$ cat src/rtl/fetch_ctrl.sv
// Instruction fetch sequencer: owns the architectural PC, fetches one word per
// instruction, hands it to decode, waits for retire and traps bad targets/errors.
module fetch_ctrl #(
    parameter int               XLEN     = 32,
    parameter logic [XLEN-1:0]  RESET_PC = '0
) (
    input  logic              clk,
    input  logic              rstl,
    output logic [XLEN-1:0]   pc,
    output logic              imem_req_valid,
    input  logic              imem_req_ready,
    output logic [XLEN-1:0]   imem_addr,
    input  logic              imem_rsp_valid,
    input  logic              imem_rsp_err,
    input  logic [31:0]       imem_rdata,
    output logic              inst_valid,
    input  logic              inst_ready,
    output logic [31:0]       inst,
    input  logic              retire,
    input  logic [XLEN-1:0]   next_pc,
    output logic              fault,
    output logic [1:0]        fault_cause,
    output logic [XLEN-1:0]   fault_pc,
    output logic [63:0]       instret
);

    localparam logic [1:0] CAUSE_ACCESS    = 2'b01;
    localparam logic [1:0] CAUSE_MISALIGN  = 2'b10;

    typedef enum logic [2:0] {
        ST_REQ,
        ST_WAIT,
        ST_ISSUE,
        ST_EXEC,
        ST_FAULT
    } state_t;

    state_t state;

    assign imem_addr = pc;

    // imem_req_valid doubles as the "out of reset" bit: REQ only raises it on the
    // first edge after rstl releases, so no request is visible during reset.
    always_ff @(posedge clk or negedge rstl) begin
        if (!rstl) begin
            state          <= ST_REQ;
            pc             <= RESET_PC;
            inst           <= '0;
            imem_req_valid <= 1'b0;
            inst_valid     <= 1'b0;
            fault          <= 1'b0;
            fault_cause    <= '0;
            fault_pc       <= '0;
            instret        <= '0;
        end else begin
            case (state)
                ST_REQ: begin
                    if (!imem_req_valid) begin
                        imem_req_valid <= 1'b1;
                    end else if (imem_req_ready) begin
                        imem_req_valid <= 1'b0;
                        state          <= ST_WAIT;
                    end
                end
                ST_WAIT: begin
                    if (imem_rsp_valid) begin
                        if (imem_rsp_err) begin
                            fault       <= 1'b1;
                            fault_cause <= CAUSE_ACCESS;
                            fault_pc    <= pc;
                            state       <= ST_FAULT;
                        end else begin
                            inst       <= imem_rdata;
                            inst_valid <= 1'b1;
                            state      <= ST_ISSUE;
                        end
                    end
                end
                ST_ISSUE: begin
                    if (inst_ready) begin
                        inst_valid <= 1'b0;
                        state      <= ST_EXEC;
                    end
                end
                ST_EXEC: begin
                    if (retire) begin
                        // A misaligned target leaves pc and instret untouched.
                        if (next_pc[1:0] != 2'b00) begin
                            fault       <= 1'b1;
                            fault_cause <= CAUSE_MISALIGN;
                            fault_pc    <= next_pc;
                            state       <= ST_FAULT;
                        end else begin
                            pc             <= next_pc;
                            instret        <= instret + 64'd1;
                            imem_req_valid <= 1'b1;
                            state          <= ST_REQ;
                        end
                    end
                end
                ST_FAULT: begin
                    imem_req_valid <= 1'b0;
                    inst_valid     <= 1'b0;
                end
                default: begin
                    state <= ST_FAULT;
                end
            endcase
        end
    end

endmodule

$ cat config.mk
export PLATFORM = sky130hd
export DESIGN_NAME = fetch_ctrl
export DESIGN_NICKNAME = d
export VERILOG_FILES = /design/src/rtl/fetch_ctrl.sv
export SDC_FILE = /design/constraint.sdc
export NUM_CORES = 1
export LEC_CHECK = 0
export ABC_AREA = 0
export CAP_MARGIN = 20
export CORE_MARGIN = 5
export CORE_UTILIZATION = 46
export CTS_BUF_LIST = sky130_fd_sc_hd__clkbuf_2 sky130_fd_sc_hd__clkbuf_4 sky130_fd_sc_hd__clkbuf_8
export DETAILED_ROUTE_END_ITERATION = 10
export MAX_ROUTING_LAYER = met4
export PLACE_DENSITY = 0.82
export SLEW_MARGIN = 10
export SYNTH_ARGS = -nofsm -noshare
export SYNTH_HDL_FRONTEND = slang
export SYNTH_SLANG_ARGS = --single-unit
$ cat constraint.sdc
create_clock -name clk -period 2.85 [get_ports clk]
set_input_delay 0.57 -clock clk [delete_from_list [all_inputs] [get_ports clk]]
set_output_delay 0.57 -clock clk [all_outputs]
set_load 0.05 [all_outputs]
**Run 1: met4 routing**

Drawn at 4 px/um. Supply wires on this layer in gray.
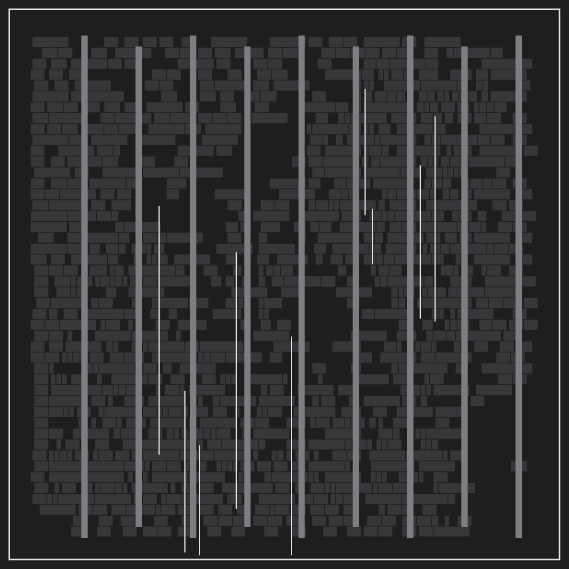
longest straight run: 63.9 um
main direction: vertical
nets with wire on the layer: 8

**Run 1: the clock network**

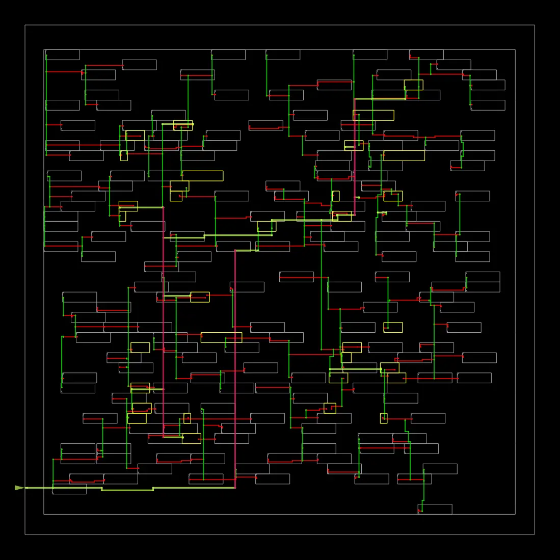
worst setup skew after layout: 15.9 ps
power drawn by the clock network: 1.90 mW
clock latency at the later pin of the worst-skew pair: 450 ps

==> datasheet_impl.txt, run 1 <==
Implementation parameters

Parameter                              Value

Layout
  Diodes inserted .................. 0
  Flop Count .................. 168
  Highest-count logic cell in the final layout .................. sky130_fd_sc_hd__clkdlybuf4s50_1
  Multi-input gate area in the final layout .................. about 2900 um2
  Final-layout clock buffer total .................. 20
  Most flops, register .................. instret
  Sequential fraction of total cell area .................. 39.3%
  Number of multi-input logic gates .................. 464

Synthesis
  Most area-hungry cell type in the Yosys netlist .................. sky130_fd_sc_hd__dfrtp_1
  Synthesized area .................. between 7000 and 8000 um2
  Most frequent cell after synthesis .................. sky130_fd_sc_hd__dfrtp_1
  Main flop type after synthesis .................. sky130_fd_sc_hd__dfrtp_1

Placed design
  Post-detail-place hpwl .................. 15000 um
  Buffers added on ports .................. between 200 and 300
  Placed cell count .................. approximately 1100
  Worst setup slack before clock tree synthesis .................. -98.9 ps

Timing
  Clock period minus final worst setup slack .................. around 2500 ps
  Worst max-slew margin expressed relative to the limit .................. 57.8%
  Least-Margin Pin Slew .................. ~630 ps
  Setup repair after global routing missed its margin .................. false
  Period utilisation layout .................. around nine tenths
  TNS Setup .................. 0 ps
  Final Hold Violating Endpoints .................. 0

Clocking
  Number of CTS-inserted buffers .................. 17
  Number of buffers on the longest clock path .................. 2
  Post-cts resize count .................. 0
  Clock tree from TritonCTS .................. built

Flow run
  Maximum Capacitance Violations .................. 0

Floorplanning
  Pre-Place Util .................. 46.8%
  Number of placement rows .................. about 46
  Area enclosed by the die boundary .................. 18800 um2

Power and ir drop
  Biggest consumer .................. combinational logic
  Net switching power .................. about 3.8 mW
  Static leakage .................. around 5.0 nW
  Power in combinational cells .................. 3.90 mW
  Sequential Power Share .................. a little over a third
  Switching part of the total .................. 41.8%

Routing
  Highest routed metal layer .................. met4
  M1 WL .................. between 8000 and 9000 um
  Vias per cell .................. a little over 5
  Drt drc .................. 0

Status
  Status .................. finished clean

Setup path
  Endpoint of the worst setup timing path .................. instret[50]
  CP max stage cell .................. sky130_fd_sc_hd__nor4_4

Global route
  Via count of the first global-routing pass .................. between 6000 and 7000
  Met3 Track Usage GR .................. 6.72%
  Total global-route track usage .................. about 23%
  Global-route wire length before repair .................. about 33000 um
  Pin count of the biggest net entering global routing .................. between 50 and 60
**Run 1: sequential cells colored by netlist name**

Drawn at 3 px/um.
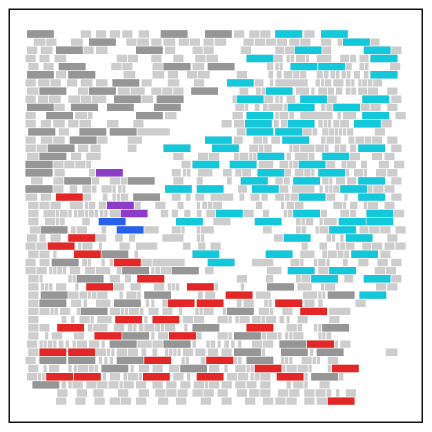
[`instret`] cyan | flops: 64
[`fault_cause`] blue | flops: 2
[`state`] purple | flops: 3
[`fault_pc`] red | flops: 32

**Run 1: wiring by layer**

Drawn at 3 px/um.
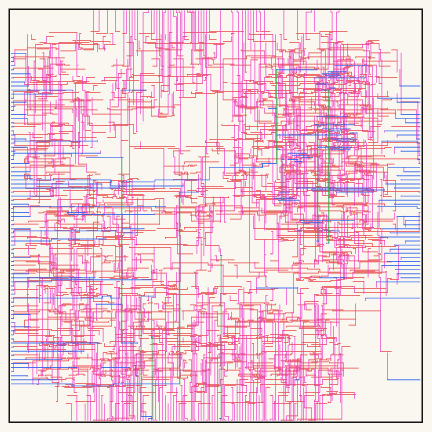
[M1] red | wire length: 8370 um
[M2] magenta | wire length: 10000 um
[M4] green | wire length: 382 um
[M3] blue | wire length: 1640 um

## run 1: logic make-up (layout without fill, tap and decap cells)
family | count (synthesis) | in the layout | share of synthesized area [%]
AND/OR/NAND/NOR | 295 | 295 | 18.8
XOR/XNOR | 63 | 63 | 7.41
buffers and inverters | 66 | 326 | 4.99
AND-OR/OR-AND | 41 | 41 | 2.94
multiplexers | 64 | 64 | 9.15
flip-flops | 168 | 168 | 56.5
adder cells (fa/ha/maj) | 1 | 1 | 0.168
## run 1: worst register-to-register path: stages, from the launching register on
cell                       delay (ps)
sky130_fd_sc_hd__dfrtp_1          460
sky130_fd_sc_hd__nand3b_1         360
sky130_fd_sc_hd__nor4_4           580
sky130_fd_sc_hd__buf_4            230
sky130_fd_sc_hd__nand4_1          220
sky130_fd_sc_hd__nor3_1           250
sky130_fd_sc_hd__xor2_1           170
**Run 1: placement density heat map**

Drawn at 3 px/um. 14 x 14 tiles, from white (low) to dark blue (high), 0 to 100% covered.
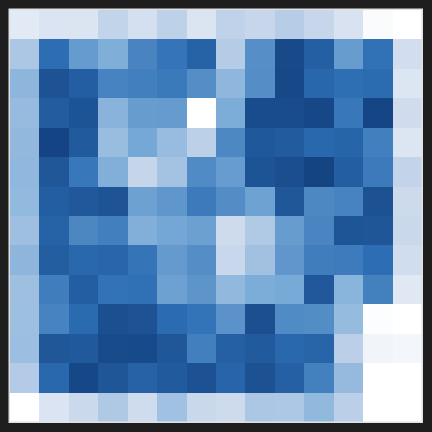

==> run 2: changes to the inputs <==
--- a/config.mk
+++ b/config.mk
@@ -13,7 +13,8 @@
 export DETAILED_ROUTE_END_ITERATION = 10
 export MAX_ROUTING_LAYER = met4
 export PLACE_DENSITY = 0.82
-export SLEW_MARGIN = 10
+export REMOVE_ABC_BUFFERS = 1
+export SLEW_MARGIN = 20
 export SYNTH_ARGS = -nofsm -noshare
 export SYNTH_HDL_FRONTEND = slang
 export SYNTH_SLANG_ARGS = --single-unit
**Run 2: placement density heat map**

Drawn at 3 px/um. 14 x 14 tiles, from white (low) to dark blue (high), 0 to 100% covered.
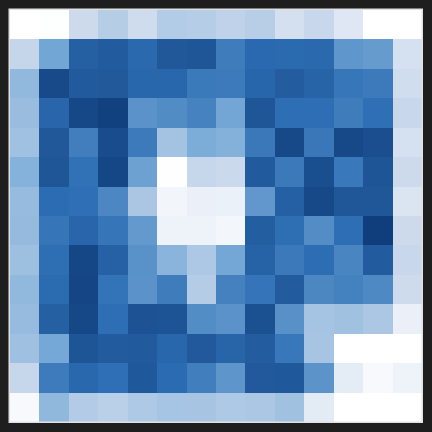
fullest tile: 95%
emptiest ninth of the die: lower right
tiles over 75% full: 33%

==> run 2 against run 1 <==
Utilization fell by 0.24 points. Design area fell by 0.35%. Maximum frequency rose by 4.4%. Global-route usage rose by 0.49 points. Hold slack improved by 44 ps. Clock power fell by 12%. Die area did not move. Combinational power barely moved. Cell count rose by 0.43%. Wire length rose by 1.5%. Largest power group unchanged. Highest routed layer unchanged.
==> datasheet_impl.txt, run 2 <==
Implementation parameters

Parameter                              Value

Status
  Status .................. finished clean (unchanged)

Layout
  Highest-count logic cell in the final layout .................. sky130_fd_sc_hd__clkdlybuf4s50_1 (unchanged)
  Final-layout clock buffer total .................. 20 (unchanged)
  Clock network share of area .................. 3.64% (was 4.17%)
  Multi-input gate area in the final layout .................. 2880 um2 (unchanged)
  Logic gate fraction of the total cell area .................. 27.0% (was 26.9%)
  Largest contributor to cell area by class .................. registers (unchanged)
  Number of multi-input logic gates .................. 464 (unchanged)
  Sequential fraction of total cell area .................. 39.5% (was 39.3%)
  Most flops, register .................. instret (unchanged)
  Diodes inserted .................. 0 (unchanged)
  Flop Count .................. 168 (unchanged)

Placed design
  Post-detail-place hpwl .................. 15600 um (was 15000 um)
  Worst setup slack before clock tree synthesis .................. -20.2 ps (was -98.9 ps)
  Buffers added on ports .................. 267 (unchanged)

Power and ir drop
  Switching part of the total .................. 42.7% (was 41.8%)
  Power per cell area .................. 827 nW/um2 (was 843 nW/um2)
  Static leakage .................. 5.00 nW (was 5.01 nW)
  Maximum vdd ir drop .................. 0.704 mV (was 0.703 mV)
  Net switching power .................. 3.76 mW (about the same)
  Seq. pwr .................. 3.22 mW (was 3.21 mW)
  Biggest consumer .................. combinational logic (unchanged)
  Power drawn by the clock network .................. 1.68 mW (was 1.90 mW)
  Sequential Power Share .................. 36.6% (was 35.7%)
  Power in combinational cells .................. 3.90 mW (about the same)

Clocking
  Clock tree from TritonCTS .................. built (unchanged)
  Post-CTS clock slew at the launch and capture registers of the worst setup and hold paths .................. 90 ps (about the same)
  Clock Sinks .................. 168 (unchanged)
  Number of CTS-inserted buffers .................. 17 (unchanged)
  Number of buffers on the longest clock path .................. 2 (unchanged)
  Clock latency at the later pin of the worst-skew pair .................. 450 ps (about the same)
  Post-cts resize count .................. 0 (unchanged)

Synthesis
  #FFs+latches synth .................. 168 (unchanged)
  Top-area cell share .................. 56.5% (unchanged)
  Mux area share .................. 9.15% (unchanged)
  Post-synthesis share of cell area spent on and-or and or-and gates .................. 2.94% (unchanged)
  Main flop type after synthesis .................. sky130_fd_sc_hd__dfrtp_1 (unchanged)
  Total cells reported by yosys after synthesis .................. 698 (unchanged)
  Share of the synthesized netlist area taken by xor and xnor gates .................. 7.41% (unchanged)
  Synth Area in Simple Gates .................. 18.8% (unchanged)
  Most frequent cell after synthesis .................. sky130_fd_sc_hd__dfrtp_1 (unchanged)
  Adder-cell share of the synthesized area .................. 0.168% (unchanged)
  Most area-hungry cell type in the Yosys netlist .................. sky130_fd_sc_hd__dfrtp_1 (unchanged)
  Synthesized area .................. 7440 um2 (unchanged)
  YS warnings .................. 0 (unchanged)
  Synth logic family .................. simple AND/OR/NAND/NOR gates (unchanged)
  Async set or reset register ratio after synthesis .................. 100% (unchanged)

Routing
  Highest routed metal layer .................. met4 (unchanged)
  Drt drc .................. 0 (unchanged)
  M1 WL .................. 8330 um (was 8370 um)
  WL met2 .................. 10600 um (was 10000 um)
  Vias per cell .................. 5.15 (about the same)

Flow run
  Maximum Capacitance Violations .................. 0 (unchanged)

Global route
  Pin count of the biggest net entering global routing .................. 69 (was 58)
  Number of antenna violations at the first check in global routing .................. 0 (unchanged)
  Met3 Track Usage GR .................. 5.73% (was 6.72%)
  Met1 track utilization from global routing .................. 28.8% (was 28.7%)
  Total global-route track usage .................. 23.3% (was 22.8%)
  Global-route wire length before repair .................. 33100 um (was 32600 um)
  Via count of the first global-routing pass .................. 6303 (was 6220)

Setup path
  CP max stage cell .................. sky130_fd_sc_hd__clkdlybuf4s50_1 (was sky130_fd_sc_hd__nor4_4)
  Critical path capture point type .................. output port (was flip-flop)
  Kind of cell adding the most delay to the critical path .................. buffers and inverters (was simple AND/OR/NAND/NOR gates)
  Critical path buffers and inverters .................. 1 (was 2)
  Endpoint of the worst setup timing path .................. instret[14] (was instret[50])

Hold path
  Class of the most critical hold timing path .................. primary input to async pin (unchanged)

Timing
  Setup repair after global routing missed its margin .................. false (unchanged)
  Clock period minus final worst setup slack .................. 2400 ps (was 2510 ps)
  Period utilisation layout .................. 84.3% (was 88.0%)
  Least-Margin Pin Slew .................. 750 ps (was 633 ps)
  TNS Setup .................. 0 ps (unchanged)
  Max Clk Rate .................. 416 MHz (was 399 MHz)
  Worst setup skew after layout .................. 14.2 ps (was 15.9 ps)
  Final worst setup slack .................. 448 ps (was 342 ps)
  Final Hold Violating Endpoints .................. 0 (unchanged)
  Worst max-slew margin expressed relative to the limit .................. 49.5% (was 57.8%)

Floorplanning
  Number of placement rows .................. 46 (unchanged)
  Number of tap cells added at floorplan .................. 216 (unchanged)
  Top-Level Pins .................. 268 (unchanged)
  Area enclosed by the die boundary .................. 18800 um2 (unchanged)
  Pre-Place Util .................. 46.8% (unchanged)
## run 2: worst register-to-register path, stage by stage, from the launching register on
cell and delay (ps):
sky130_fd_sc_hd__dfrtp_1 450, sky130_fd_sc_hd__nand4_1 350, sky130_fd_sc_hd__nor4_1 560, sky130_fd_sc_hd__nand2_1 300
sky130_fd_sc_hd__nor4_2 350, sky130_fd_sc_hd__xor2_1 220
## run 2: stage by stage
| stage | instances | area, um2 | hold WS, ps |
|---|---|---|---|
| floorplan | 642 | 7110 | 274 |
| global placement | 1148 | 10300 | 462 |
| detailed placement | 1148 | 10300 | 464 |
| CTS | 1179 | 10600 | 131 |
| global route | 1179 | 10600 | 162 |
| finish | 1179 | 10600 | 125 |
Power figures rest on the tool's default switching activity, not on a simulated workload.
